### src/rtl/dma_burst_gen.sv
// dma_burst_gen: splits one DMA descriptor (start address, byte count,
// INCR/FIXED mode) into legal AXI4 burst requests on a valid/ready interface.
// INCR bursts never cross a 4 KB boundary and are capped at MAX_BEATS beats;
// FIXED bursts are capped at 16 beats.
//
// Ports:
//   clk, rst                 clock, asynchronous active-high reset
//   dma_go_i, dma_abort_i    start pulse; abort level (acts after current request)
//   desc_addr_i, desc_num_bytes_i, desc_mode_i   descriptor (mode 0=INCR, 1=FIXED)
//   req_valid_o/req_ready_i  burst request handshake
//   req_addr_o, req_len_o, req_size_o, req_burst_o, req_last_o   burst fields
//   busy_o, done_o, aborted_o, error_o, error_addr_o             status
module dma_burst_gen #(
  parameter int ADDR_WIDTH  = 32,
  parameter int DATA_WIDTH  = 32,
  parameter int BYTES_WIDTH = 32,
  parameter int MAX_BEATS   = 256
) (
  input  logic                   clk,
  input  logic                   rst,
  input  logic                   dma_go_i,
  input  logic                   dma_abort_i,
  input  logic [ADDR_WIDTH-1:0]  desc_addr_i,
  input  logic [BYTES_WIDTH-1:0] desc_num_bytes_i,
  input  logic                   desc_mode_i,
  output logic                   req_valid_o,
  input  logic                   req_ready_i,
  output logic [ADDR_WIDTH-1:0]  req_addr_o,
  output logic [7:0]             req_len_o,
  output logic [2:0]             req_size_o,
  output logic [1:0]             req_burst_o,
  output logic                   req_last_o,
  output logic                   busy_o,
  output logic                   done_o,
  output logic                   aborted_o,
  output logic                   error_o,
  output logic [ADDR_WIDTH-1:0]  error_addr_o
);

  localparam int BPB = DATA_WIDTH / 8;
  localparam int SZ  = $clog2(BPB);
  localparam int BW  = BYTES_WIDTH - SZ;           // beat-count width
  localparam int CW  = (BW > 13) ? BW : 13;        // common compare width

  typedef enum logic [1:0] {
    IDLE = 2'd0,
    CALC = 2'd1,
    REQ  = 2'd2,
    DONE = 2'd3
  } state_t;

  state_t                  state_r, state_s;
  logic [ADDR_WIDTH-1:0]   addr_r, addr_s;
  logic [BW-1:0]           beats_left_r, beats_left_s;
  logic                    mode_r, mode_s;
  logic [8:0]              cur_beats_r, cur_beats_s;
  logic                    req_valid_r, req_valid_s;
  logic [ADDR_WIDTH-1:0]   req_addr_r, req_addr_s;
  logic [7:0]              req_len_r, req_len_s;
  logic [1:0]              req_burst_r, req_burst_s;
  logic                    req_last_r, req_last_s;
  logic                    busy_r, busy_s;
  logic                    done_r, done_s;
  logic                    aborted_r, aborted_s;
  logic                    error_r, error_s;
  logic [ADDR_WIDTH-1:0]   error_addr_r, error_addr_s;

  logic                    bad_desc_s;
  logic [12:0]             to_bound_s;
  logic [12:0]             cap_s;
  logic [CW-1:0]           left_ext_s, cap_ext_s;
  logic [8:0]              beats_s;
  logic [BW-1:0]           new_left_s;

  // Burst sizing: beats remaining to the 4 KB boundary, mode cap, then min with beats_left.
  always_comb begin
    bad_desc_s = (desc_num_bytes_i == {BYTES_WIDTH{1'b0}}) ||
                 (desc_addr_i[SZ-1:0] != {SZ{1'b0}}) ||
                 (desc_num_bytes_i[SZ-1:0] != {SZ{1'b0}});
    to_bound_s = (13'h1000 - {1'b0, addr_r[11:0]}) >> SZ;
    if (mode_r) begin
      cap_s = 13'd16;
    end else if (to_bound_s < 13'(MAX_BEATS)) begin
      cap_s = to_bound_s;
    end else begin
      cap_s = 13'(MAX_BEATS);
    end
    left_ext_s = CW'(beats_left_r);
    cap_ext_s  = CW'(cap_s);
    if (left_ext_s < cap_ext_s) begin
      beats_s = 9'(left_ext_s);
    end else begin
      beats_s = 9'(cap_ext_s);
    end
    new_left_s = beats_left_r - BW'(cur_beats_r);
  end

  // Next-state and next-register logic of the descriptor FSM.
  always_comb begin
    state_s      = state_r;
    addr_s       = addr_r;
    beats_left_s = beats_left_r;
    mode_s       = mode_r;
    cur_beats_s  = cur_beats_r;
    req_valid_s  = req_valid_r;
    req_addr_s   = req_addr_r;
    req_len_s    = req_len_r;
    req_burst_s  = req_burst_r;
    req_last_s   = req_last_r;
    done_s       = 1'b0;
    aborted_s    = 1'b0;
    error_s      = 1'b0;
    error_addr_s = error_addr_r;
    case (state_r)
      IDLE: begin
        if (dma_go_i) begin
          if (bad_desc_s) begin
            error_s      = 1'b1;
            error_addr_s = desc_addr_i;
          end else begin
            error_addr_s = {ADDR_WIDTH{1'b0}};
            addr_s       = desc_addr_i;
            beats_left_s = desc_num_bytes_i[BYTES_WIDTH-1:SZ];
            mode_s       = desc_mode_i;
            state_s      = CALC;
          end
        end else begin
          state_s = IDLE;
        end
      end
      CALC: begin
        if (dma_abort_i) begin
          done_s    = 1'b1;
          aborted_s = 1'b1;
          state_s   = DONE;
        end else begin
          cur_beats_s = beats_s;
          req_valid_s = 1'b1;
          req_addr_s  = addr_r;
          req_len_s   = 8'(beats_s - 9'd1);
          req_burst_s = mode_r ? 2'b00 : 2'b01;
          req_last_s  = (beats_left_r == BW'(beats_s));
          state_s     = REQ;
        end
      end
      REQ: begin
        if (req_ready_i) begin
          req_valid_s  = 1'b0;
          beats_left_s = new_left_s;
          if (!mode_r) begin
            addr_s = addr_r + (ADDR_WIDTH'(cur_beats_r) << SZ);
          end else begin
            addr_s = addr_r;
          end
          if ((new_left_s == {BW{1'b0}}) || dma_abort_i) begin
            done_s    = 1'b1;
            aborted_s = dma_abort_i && (new_left_s != {BW{1'b0}});
            state_s   = DONE;
          end else begin
            state_s = CALC;
          end
        end else begin
          state_s = REQ;
        end
      end
      DONE: begin
        state_s = IDLE;
      end
      default: begin
        state_s     = IDLE;
        req_valid_s = 1'b0;
      end
    endcase
    busy_s = (state_s != IDLE);
  end

  // State and output registers.
  always_ff @(posedge clk or posedge rst) begin
    if (rst) begin
      state_r      <= IDLE;
      addr_r       <= {ADDR_WIDTH{1'b0}};
      beats_left_r <= {BW{1'b0}};
      mode_r       <= 1'b0;
      cur_beats_r  <= 9'd0;
      req_valid_r  <= 1'b0;
      req_addr_r   <= {ADDR_WIDTH{1'b0}};
      req_len_r    <= 8'd0;
      req_burst_r  <= 2'b00;
      req_last_r   <= 1'b0;
      busy_r       <= 1'b0;
      done_r       <= 1'b0;
      aborted_r    <= 1'b0;
      error_r      <= 1'b0;
      error_addr_r <= {ADDR_WIDTH{1'b0}};
    end else begin
      state_r      <= state_s;
      addr_r       <= addr_s;
      beats_left_r <= beats_left_s;
      mode_r       <= mode_s;
      cur_beats_r  <= cur_beats_s;
      req_valid_r  <= req_valid_s;
      req_addr_r   <= req_addr_s;
      req_len_r    <= req_len_s;
      req_burst_r  <= req_burst_s;
      req_last_r   <= req_last_s;
      busy_r       <= busy_s;
      done_r       <= done_s;
      aborted_r    <= aborted_s;
      error_r      <= error_s;
      error_addr_r <= error_addr_s;
    end
  end

  assign req_valid_o  = req_valid_r;
  assign req_addr_o   = req_addr_r;
  assign req_len_o    = req_len_r;
  assign req_size_o   = 3'(SZ);
  assign req_burst_o  = req_burst_r;
  assign req_last_o   = req_last_r;
  assign busy_o       = busy_r;
  assign done_o       = done_r;
  assign aborted_o    = aborted_r;
  assign error_o      = error_r;
  assign error_addr_o = error_addr_r;

endmodule

### config.mk
export PLATFORM = sky130hd
export DESIGN_NAME = dma_burst_gen
export DESIGN_NICKNAME = d
export VERILOG_FILES = /design/src/rtl/dma_burst_gen.sv
export SDC_FILE = /design/constraint.sdc
export NUM_CORES = 1
export LEC_CHECK = 0
export CAP_MARGIN = 15
export CORE_ASPECT_RATIO = 1.1
export CORE_MARGIN = 10
export CORE_UTILIZATION = 45
export DETAILED_ROUTE_END_ITERATION = 8
export GPL_TIMING_DRIVEN = 0
export PLACE_DENSITY = 0.79
export SYNTH_ARGS = -nofsm -noshare
export SYNTH_HDL_FRONTEND = slang
export SYNTH_SLANG_ARGS = --single-unit
export TNS_END_PERCENT = 100
### constraint.sdc
create_clock -name clk -period 4.5 [get_ports clk]
set_clock_uncertainty 0.15 [all_clocks]
set_input_delay 0.675 -clock clk [delete_from_list [all_inputs] [get_ports clk]]
set_output_delay 0.675 -clock clk [all_outputs]
set_load 0.01 [all_outputs]
==> reports/results.ini, run 1 <==
[floorplan]
die_y_um = 170.8
coreArea_sq_um = 20440

[clock_tree]
clk_pin_slew_worst_paths_ps = 70
cts_repair_resized_insts = 0
cts_tree = yes

[finish]
final-clk-cell-share_pct = 4.967
fillers = 1779
final.signal_inverter_count = 38
diodes = 0
finish.instance_area_sq_um = 11770
number_of_clock_tree_buffers_in_the_layout = 20
biggest_cell_category_by_area_in_the_final_layout = multi-input combinational cells

[synth]
synth_flop_count = 153
synth-async-reset-ratio_pct = 100.0
synth-compound-area-share_pct = 22.02
netlist.area_leader.share_pct = 41.17
most_used_flip_flop_cell_after_synthesis = sky130_fd_sc_hd__dfrtp_1
synth-cells-yosys = 1113
synth_cell_types = 80
post_synth_inst_count = 1113
synth_xor_xnor_area_share_pct = 2.354

[worst_setup_path]
cpLargestDelayFamily = AND-OR/OR-AND gates
timing.reg2reg.setup_slack_ps = 510
critical-path-max-stage-delay_ps = 740
crit_path_end_kind = register
cp.required_ps = 4640
worst_path_max_delay_cell = sky130_fd_sc_hd__a2111oi_1

[pwr]
largestPowerGroup = combinational cells
total_power_per_unit_cell_area_nw_per_um2 = 774.7
pg_clk_mw = 1.47

[routing]
m1WireLength_mm = 13.09
dr_wl_met2_mm = 15.17
highest_layer = met4

[placed_design]
hpwl_detailed_mm = 24.28
place.gp.congestion = 0.9331
detailed_place.area_sq_um = 11180
io_buffers = 148

[job]
openroad.warnings = 28
cap_viol_max_count = 0

[outcome]
outcome = finished clean

[global_route]
grt_use_met3_pct = 5.674

[final_timing]
worst_pin_slew_ps = 1031

[hold_path]
hold_end = req_addr_o[0]$_DFFE_PP0P_

Run 1, placement view:
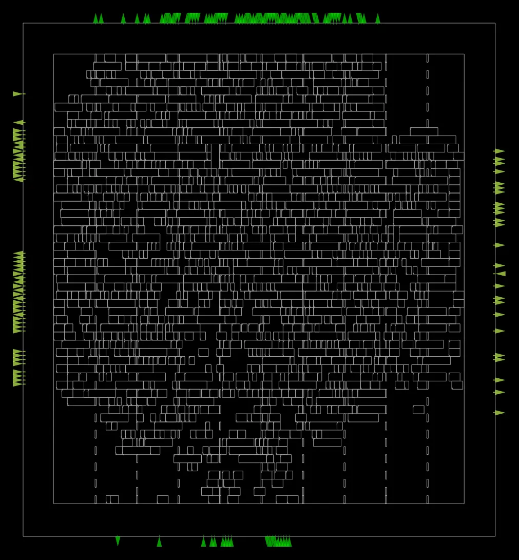
Seq cells: 153
Well-Tap Cells: 256

Run 1, wiring heat map:
(2 px per um) The die is cut into 31 by 34 equal tiles; dark blue is low, red is high, scaled to the fullest tile. Values are wire area over tile area, all layers added.
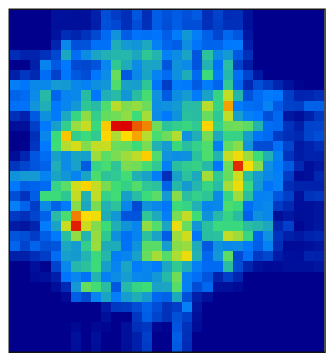
The fullest tile reaches 0.85. The densest ninth of the die: middle. The emptiest ninth of the die: bottom right. 12% of the tiles are over half the peak. 22% of the tiles are nearly empty. The mean over all tiles is 0.20.
global routing usage summed across all routing layers: 23.69%
number of vias in the routed layout: 9417
routed wire length: 32.28 mm
per-cell routed wire length: 20.76 um

Run 1, sequential cells grouped by signal name:
(3 px per um)
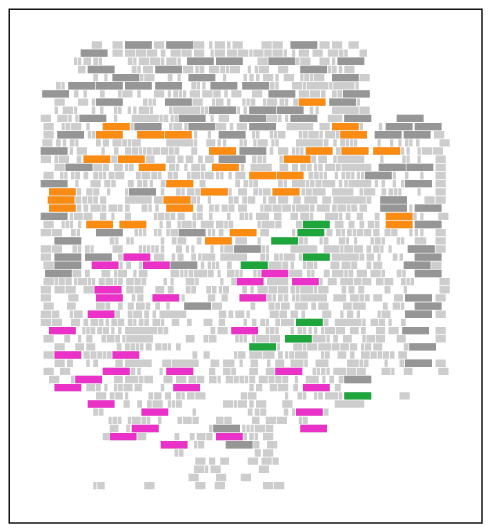
Magenta is beats_left_r, sequential cells 30. Orange is addr_r, sequential cells 32. Green is cur_beats_r, sequential cells 9.
Another 82 sequential cells are not coloured.

## Run 2: what changed since run 1
--- a/config.mk
+++ b/config.mk
@@ -8,10 +8,10 @@
 export CAP_MARGIN = 15
 export CORE_ASPECT_RATIO = 1.1
 export CORE_MARGIN = 10
-export CORE_UTILIZATION = 45
+export CORE_UTILIZATION = 49
 export DETAILED_ROUTE_END_ITERATION = 8
 export GPL_TIMING_DRIVEN = 0
-export PLACE_DENSITY = 0.79
+export PLACE_DENSITY = 0.84
 export SYNTH_ARGS = -nofsm -noshare
 export SYNTH_HDL_FRONTEND = slang
 export SYNTH_SLANG_ARGS = --single-unit
Run 2, wiring heat map:
(2 px per um) The die is cut into 30 by 33 equal tiles; dark blue is low, red is high, scaled to the fullest tile. Values are wire area over tile area, all layers added.
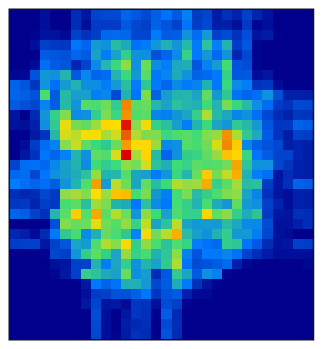
The emptiest ninth of the die: bottom right. 23% of the tiles are nearly empty. 16% of the tiles are over half the peak. The densest ninth of the die: middle. The mean over all tiles is 0.22. The fullest tile reaches 0.90.

==> reports/results.ini, run 2 <==
[floorplan]
coreArea_sq_um = 18540  ; -9.3%
n_tap_cell = 243  ; -5.1%

[finish]
final_nets = 1389
drive_gt1_share_pct = 5.231
seq_cells = 153  ; unchanged
final.signal_inverter_count = 38  ; unchanged
biggest_cell_category_by_area_in_the_final_layout = multi-input combinational cells
finish.instance_area_sq_um = 11770  ; about the same
number_of_clock_tree_buffers_in_the_layout = 17  ; -15%
diodes = 1  ; +1
final-clk-cell-share_pct = 5.124  ; +0.16 points

[clock_tree]
cts_repair_resized_insts = 0  ; unchanged
cts_tree = yes
clk_pin_slew_worst_paths_ps = 70  ; about the same

[worst_setup_path]
cp.required_ps = 4650  ; about the same
worst_path_max_delay_cell = sky130_fd_sc_hd__or4_1
crit_path_end_kind = register
critical-path-max-stage-delay_ps = 560  ; -180 ps
cpLargestDelayFamily = simple AND/OR/NAND/NOR gates
worst-path-buf-inv = 2
timing.reg2reg.setup_slack_ps = 430  ; -90 ps

[outcome]
outcome = finished clean

[placed_design]
place.gp.congestion = 1.007  ; +7.9%
hpwl_detailed_mm = 23.90  ; -1.6%
io_buffers = 148  ; unchanged
detailed_place.area_sq_um = 11160  ; -0.14%

[synth]
post_synth_inst_count = 1113  ; unchanged
synth_xor_xnor_area_share_pct = 2.354  ; unchanged
synth-cells-yosys = 1113  ; unchanged
netlist.area_leader.share_pct = 41.17  ; unchanged
most_used_flip_flop_cell_after_synthesis = sky130_fd_sc_hd__dfrtp_1
synth-async-reset-ratio_pct = 100.0  ; unchanged
synth-compound-area-share_pct = 22.02  ; unchanged
synth_flop_count = 153  ; unchanged
synth_cell_types = 80  ; unchanged

[global_route]
grt_max_degree = 42
grtUsageTotal_pct = 25.24  ; +1.6 points
grt_use_met3_pct = 5.694  ; +0.020 points

[pwr]
largestPowerGroup = combinational cells
pg_clk_mw = 1.49  ; about the same
total_power_per_unit_cell_area_nw_per_um2 = 777.2  ; +0.32%

[hold_path]
hold_end = req_addr_o[30]$_DFFE_PP0P_

[routing]
highest_layer = met4
wl_per_cell_um = 20.79  ; +0.15%
dr_wl_met2_mm = 15.51  ; +2.2%
m1WireLength_mm = 11.91  ; -9.0%
vias = 9602  ; +2.0%

[job]
cap_viol_max_count = 0  ; unchanged
openroad.warnings = 28  ; unchanged

